Figure 1. Close-up of the layout.
Window x 27 to 47, y 27 to 47 microns. Cells in grey, sequential cells in the stronger grey; small squares are vias.
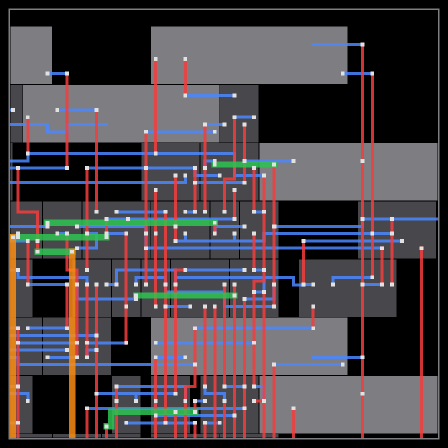
Figure 2. Clock routing.
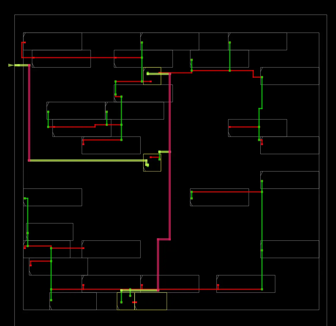
## src/rtl/debounce_pkg.sv

```systemverilog
// Shared encodings for the debounce controller: FSM states and event codes.
package debounce_pkg;

    typedef enum logic [1:0] {
        IDLE_LO = 2'd0,
        CHK_HI  = 2'd1,
        HELD_HI = 2'd2,
        CHK_LO  = 2'd3
    } state_t;

    localparam logic [1:0] EVT_PRESS   = 2'b01;
    localparam logic [1:0] EVT_RELEASE = 2'b10;
    localparam logic [1:0] EVT_LONG    = 2'b11;

endpackage

```

## src/rtl/async.sv

```systemverilog
// Plain N_DFF-stage synchronizer for one asynchronous bit; deliberately not reset.
module async #(
    parameter int N_DFF = 3
) (
    input  logic clk,
    input  logic d_i,
    output logic q_o
);

    logic [N_DFF-1:0] sync_q;

    always_ff @(posedge clk) begin
        sync_q <= {sync_q[N_DFF-2:0], d_i};
    end

    assign q_o = sync_q[N_DFF-1];

endmodule

```

## src/rtl/evt_buf1.sv

```systemverilog
// One-entry event buffer with valid/ready handshake; a post that finds the
// entry occupied and not being accepted is dropped and flagged by overrun_o.
module evt_buf1 #(
    parameter int CODE_W = 2
) (
    input  logic              clk,
    input  logic              rst,
    input  logic              post_i,
    input  logic [CODE_W-1:0] code_i,
    input  logic              ready_i,
    output logic              valid_o,
    output logic [CODE_W-1:0] code_o,
    output logic              overrun_o
);

    logic              valid_q, valid_d;
    logic [CODE_W-1:0] code_q, code_d;
    logic              overrun_q, overrun_d;
    logic              accept;

    assign accept = valid_q && ready_i;

    always_comb begin
        valid_d   = valid_q;
        code_d    = code_q;
        overrun_d = 1'b0;
        if (post_i) begin
            // An accept on the same edge frees the slot for the new event.
            if (!valid_q || accept) begin
                valid_d = 1'b1;
                code_d  = code_i;
            end else begin
                overrun_d = 1'b1;
            end
        end else if (accept) begin
            valid_d = 1'b0;
        end
    end

    always_ff @(posedge clk or posedge rst) begin
        if (rst) begin
            valid_q   <= 1'b0;
            code_q    <= '0;
            overrun_q <= 1'b0;
        end else begin
            valid_q   <= valid_d;
            code_q    <= code_d;
            overrun_q <= overrun_d;
        end
    end

    assign valid_o   = valid_q;
    assign code_o    = code_q;
    assign overrun_o = overrun_q;

endmodule

```

## src/rtl/debounce_ctrl.sv

```systemverilog
// Debounce and event controller for one mechanical input. Define
// DEBOUNCE_LONG_PRESS_EN to build the hold counter and LONG event.
module debounce_ctrl
    import debounce_pkg::*;
#(
    parameter int N_DFF       = 3,
    parameter int CNT_W       = 16,
    parameter int DEBOUNCE    = 1000,
    parameter int LONG_CYCLES = 50000
) (
    input  logic       clk,
    input  logic       rst,
    input  logic       async_in,
    output logic       level,
    output logic       evt_valid,
    input  logic       evt_ready,
    output logic [1:0] evt_code,
    output logic       overrun
);

    localparam logic [CNT_W-1:0] CNT_LAST = CNT_W'(DEBOUNCE - 1);

    if ((DEBOUNCE < 2) || (DEBOUNCE > 2**CNT_W - 1)) begin : g_bad_debounce
        $error("debounce_ctrl: DEBOUNCE out of range");
    end
    if ((LONG_CYCLES < 2) || (LONG_CYCLES > 2**CNT_W - 1)) begin : g_bad_long
        $error("debounce_ctrl: LONG_CYCLES out of range");
    end

    logic             sync_in;
    state_t           state_q, state_d;
    logic [CNT_W-1:0] cnt_q, cnt_d;
    logic             level_q, level_d;
    logic             post;
    logic [1:0]       post_code;

`ifdef DEBOUNCE_LONG_PRESS_EN
    localparam logic [CNT_W-1:0] HOLD_LAST = CNT_W'(LONG_CYCLES - 1);
    logic [CNT_W-1:0] hold_q, hold_d;
    logic             long_done_q, long_done_d;
`endif

    async #(.N_DFF(N_DFF)) u_sync (
        .clk (clk),
        .d_i (async_in),
        .q_o (sync_in)
    );

    always_comb begin
        state_d   = state_q;
        cnt_d     = cnt_q;
        level_d   = level_q;
        post      = 1'b0;
        post_code = EVT_PRESS;
`ifdef DEBOUNCE_LONG_PRESS_EN
        hold_d      = hold_q;
        long_done_d = long_done_q;
`endif
        case (state_q)
            IDLE_LO: begin
                if (sync_in) begin
                    state_d = CHK_HI;
                    cnt_d   = CNT_W'(1);
                end
            end
            CHK_HI: begin
                if (!sync_in) begin
                    state_d = IDLE_LO;
                end else if (cnt_q == CNT_LAST) begin
                    state_d   = HELD_HI;
                    level_d   = 1'b1;
                    post      = 1'b1;
                    post_code = EVT_PRESS;
`ifdef DEBOUNCE_LONG_PRESS_EN
                    hold_d      = '0;
                    long_done_d = 1'b0;
`endif
                end else begin
                    cnt_d = cnt_q + 1'b1;
                end
            end
            HELD_HI: begin
                // The hold count freezes while a release is being confirmed.
                if (!sync_in) begin
                    state_d = CHK_LO;
                    cnt_d   = CNT_W'(1);
                end
`ifdef DEBOUNCE_LONG_PRESS_EN
                else if (!long_done_q) begin
                    if (hold_q == HOLD_LAST) begin
                        post        = 1'b1;
                        post_code   = EVT_LONG;
                        long_done_d = 1'b1;
                    end else begin
                        hold_d = hold_q + 1'b1;
                    end
                end
`endif
            end
            CHK_LO: begin
                if (sync_in) begin
                    state_d = HELD_HI;
                end else if (cnt_q == CNT_LAST) begin
                    state_d   = IDLE_LO;
                    level_d   = 1'b0;
                    post      = 1'b1;
                    post_code = EVT_RELEASE;
                end else begin
                    cnt_d = cnt_q + 1'b1;
                end
            end
            default: state_d = IDLE_LO;
        endcase
    end

    always_ff @(posedge clk or posedge rst) begin
        if (rst) begin
            state_q <= IDLE_LO;
            cnt_q   <= '0;
            level_q <= 1'b0;
        end else begin
            state_q <= state_d;
            cnt_q   <= cnt_d;
            level_q <= level_d;
        end
    end

`ifdef DEBOUNCE_LONG_PRESS_EN
    always_ff @(posedge clk or posedge rst) begin
        if (rst) begin
            hold_q      <= '0;
            long_done_q <= 1'b0;
        end else begin
            hold_q      <= hold_d;
            long_done_q <= long_done_d;
        end
    end
`endif

    evt_buf1 #(.CODE_W(2)) u_evt (
        .clk       (clk),
        .rst       (rst),
        .post_i    (post),
        .code_i    (post_code),
        .ready_i   (evt_ready),
        .valid_o   (evt_valid),
        .code_o    (evt_code),
        .overrun_o (overrun)
    );

    assign level = level_q;

endmodule

```

## config.mk

```make
export PLATFORM = sky130hd
export DESIGN_NAME = debounce_ctrl
export DESIGN_NICKNAME = d
export VERILOG_FILES = /design/src/rtl/debounce_pkg.sv /design/src/rtl/async.sv /design/src/rtl/evt_buf1.sv /design/src/rtl/debounce_ctrl.sv
export SDC_FILE = /design/constraint.sdc
export NUM_CORES = 1
export LEC_CHECK = 0
export ABC_CLOCK_PERIOD_IN_PS = 2900
export CORE_UTILIZATION = 61
export CTS_CLUSTER_DIAMETER = 40
export DETAILED_ROUTE_END_ITERATION = 8
export PLACE_DENSITY = 0.82
export SLEW_MARGIN = 20
export SYNTH_ARGS = -nofsm -noshare
export SYNTH_HDL_FRONTEND = slang
export SYNTH_HIERARCHICAL = 1
export SYNTH_SLANG_ARGS = --single-unit
```

## constraint.sdc

```tcl
create_clock -name clk -period 2.9 [get_ports clk]
set_input_delay 0.435 -clock clk [delete_from_list [all_inputs] [get_ports clk]]
set_output_delay 0.435 -clock clk [all_outputs]
set_load 0.05 [all_outputs]
```

==> qor.txt <==
H-tree Lvls -> 1
synthesized area per cell -> 9.58 sq um
R2R depth -> 6
Critical Path RT -> 3.14 ns
vias post-DR -> 1170
CTS Hold Buffers Added -> 0
initial drt markers -> 51
Synth cell types -> 43
RSZ-0062 raised after global routing -> no
Async SR Flop Fraction -> 88.5%
Detailed Routing Iterations Pass 1 -> 4
synth top area cells -> dfrtp_1, nand2_1, dfxtp_1
clock latency at the later pin of the worst-skew pair -> 0.33 ns
MaxCap Viol Count -> 0
clk slew on worst S/H paths -> 0.14 ns
CTS Buffer Depth -> 2
Total Power -> 622 uW
worst-path fanout max -> 9
Init Core Util -> 66.8%
Core Area -> 2020 sq um
number of buffers created by CTS -> 3
total wire length -> 2930 microns
Chip Height -> 49.1 microns
crit share post-route -> 80.0%
synthesized cell area -> 1350 sq um
crit path time final -> 2.32 ns
YS warnings -> 6
nets -> 154
n_diodes -> 0
power density cells -> 425 nW/um^2
fill cell count -> 147
Floorplan Nets -> 146
YS chip area -> 1350 sq um
die span in x -> 49.1 microns
grt total ovfl -> 0
first-pass GRT wire length -> 5010 microns
Setup Viol. Count Final -> 0
critical path class -> flip-flop to flip-flop
largest net degree at the start of global routing -> 20
gpl congestion -> 0.951
antenna violations before repair -> 0
fin worst setup slack -> 0.580 ns
WL/cell -> 16.8 microns
Max Clk Rate -> 431 MHz
GRT Overall Usage -> 27.5%
Area growth syn-to-layout -> 8.33%
synthesized netlist cell count -> 141
CTS tree -> yes
ys flops -> 26
die area -> 2410 sq um
Critical Path Source Type -> flip-flop
ys cells -> 141
post-CTS resize count -> 0
DRC errors left -> 0
Slew Limit Fails -> 0
tool warning count -> 26
Setup Fix Bufs, Post-CTS -> 0
Area leader share -> 42.6%
num rows -> 16
status -> completed
Top FF cell, synth -> dfrtp_1
Reg2Reg Setup Slack -> 0.58 ns
DPL Wire Length -> 2030 microns
post-placement setup slack -> 0.670 ns
Post-synth seq share -> 47.0%
Tightest Pin Transition -> 0.750 ns
EDFF count, synth -> 0
share of cells above drive strength 1 -> 9.46%
Final TNS setup -> 0 ns
I/O Buffers -> 8
Max VDD drop -> 470 uV
vias per cell -> 6.69
Hold Crit Class -> primary input to async pin
termination of the worst setup path -> u_evt/code_o[1]$_DFFE_PP0P_
leak pwr -> 0.000654 uW
Setup crit end kind -> flip-flop
## Picture notes: Figure 1
layer	colour
metal 4	orange
metal 2	red
metal 1	blue
metal 3	green
most frequent	dfrtp_1 (5), nand2_1 (4), o31ai_1 (3)
netlist names of flops here include	cnt_q (5)
sequential cells in the window	5
cells with their middle in the window	26

## Picture notes: Figure 2
clock skew: 0.00210 ns
seq_cells: 26
clk pwr: 187 uW
Sink Count: 26
CLK BUF: 4

## registers in the layout (all words and copies together) (netlist names), named ones only
signal / cells
cnt_q: 16
u_sync/sync_q: 3
u_evt/code_o: 2
level: 1
state_q: 1
u_evt/overrun_o: 1
u_evt/valid_o: 1
## routing by layer
layer	routed length [microns]	GRT usage [%]	vias up
met3	178	5.92	15
li1	-	-	542
met2	1390	44.1	59
met1	1240	33.1	554
met4	124	18.6	0
met5	0	0	-
## cell type report
type                       count  area share (%)
clock buffer                   4            2.48
inverter                       6            1.54
multi-input combinational    103            44.3
sequential                    26            43.4
tap                           27            2.31
timing repair buffer           9            5.98
## critical path, cell delays in order (launching register included)
cell	delay, ns
dfrtp_1	0.47
ha_1	0.28
nor4bb_1	0.39
nand4_1	0.39
nor2_1	0.27
nand2_2	0.10
mux2_4	0.31
## synthesized netlist by cell type, drive strengths merged (2+ instances only)
cell type / count
nor4: 3
clkbuf: 5
a21oi: 7
dfxtp: 3
o41ai: 2
nor3: 2
a31oi: 2
and4: 2
nor2: 8
nand3: 8
inv: 6
nor4bb: 2
o21ai: 9
or4: 4
and3: 2
nand4: 7
dfrtp: 23
nand2: 19
a211o: 2
and2: 2
mux2: 2
o31ai: 6
## cell usage in the layout, fill, tap and decap left out, types with 2 or more instances in the layout
cell type        instances
dfrtp_1                 23
nand2_1                 18
o21ai_0                  9
nand3_1                  8
nor2_1                   8
clkdlybuf4s50_1          8
a21oi_1                  7
inv_1                    6
o31ai_1                  6
nand4_1                  6
nor4_1                   3
clkbuf_4                 3
dfxtp_1                  3
and3_1                   2
a31oi_1                  2
and2_1                   2
o41ai_1                  2
or4_1                    2
nor4bb_1                 2
and4_2                   2
a211o_1                  2
nor3_1                   2
mux2_4                   2
## worst min path at each step
stage	startpoint	endpoint	cells after the start
2_1_floorplan	rst	u_evt/code_o[0]$_DFFE_PP0P_	1
3_3_place_gp	u_sync/sync_q[1]$_DFF_P_	u_sync/sync_q[2]$_DFF_P_	0
3_5_place_dp	u_sync/sync_q[0]$_DFF_P_	u_sync/sync_q[1]$_DFF_P_	0
4_1_cts	rst	u_evt/overrun_o$_DFF_PP0_	2
5_1_grt	rst	u_evt/overrun_o$_DFF_PP0_	2
6_report	rst	u_evt/overrun_o$_DFF_PP0_	2
## per-stage QoR
step,utilization [%],hold slack [ns],instances,cell area (sq um)
2_1_floorplan,-,0.201,141,1350
3_3_place_gp,70.6,0.316,171,1430
3_5_place_dp,70.6,0.316,171,1430
4_1_cts,72.4,0.286,175,1460
5_1_grt,72.4,0.317,175,1460
6_report,72.4,0.276,175,1460
## cell families (layout without fill, tap and decap cells)
kind of cell    count (synthesis)  after routing  synth area share (%)
mux                             2              2                  2.22
compound gates                 37             37                  18.1
fa+ha+maj                       1              1                 0.926
flops                          26             26                  47.0
buf+inv                        12             19                  5.00
simple gates                   61             61                  25.4
xor+xnor                        2              2                  1.30
## power by group
group | switching (uW) | total (uW) | internal, uW
sequential | 15.8 | 388 | 372
clock | 110 | 187 | 77.1
combinational | 28.7 | 47.2 | 18.6
total | 154 | 622 | 468
No activity file was given, so power comes from the tool's default toggle rates.
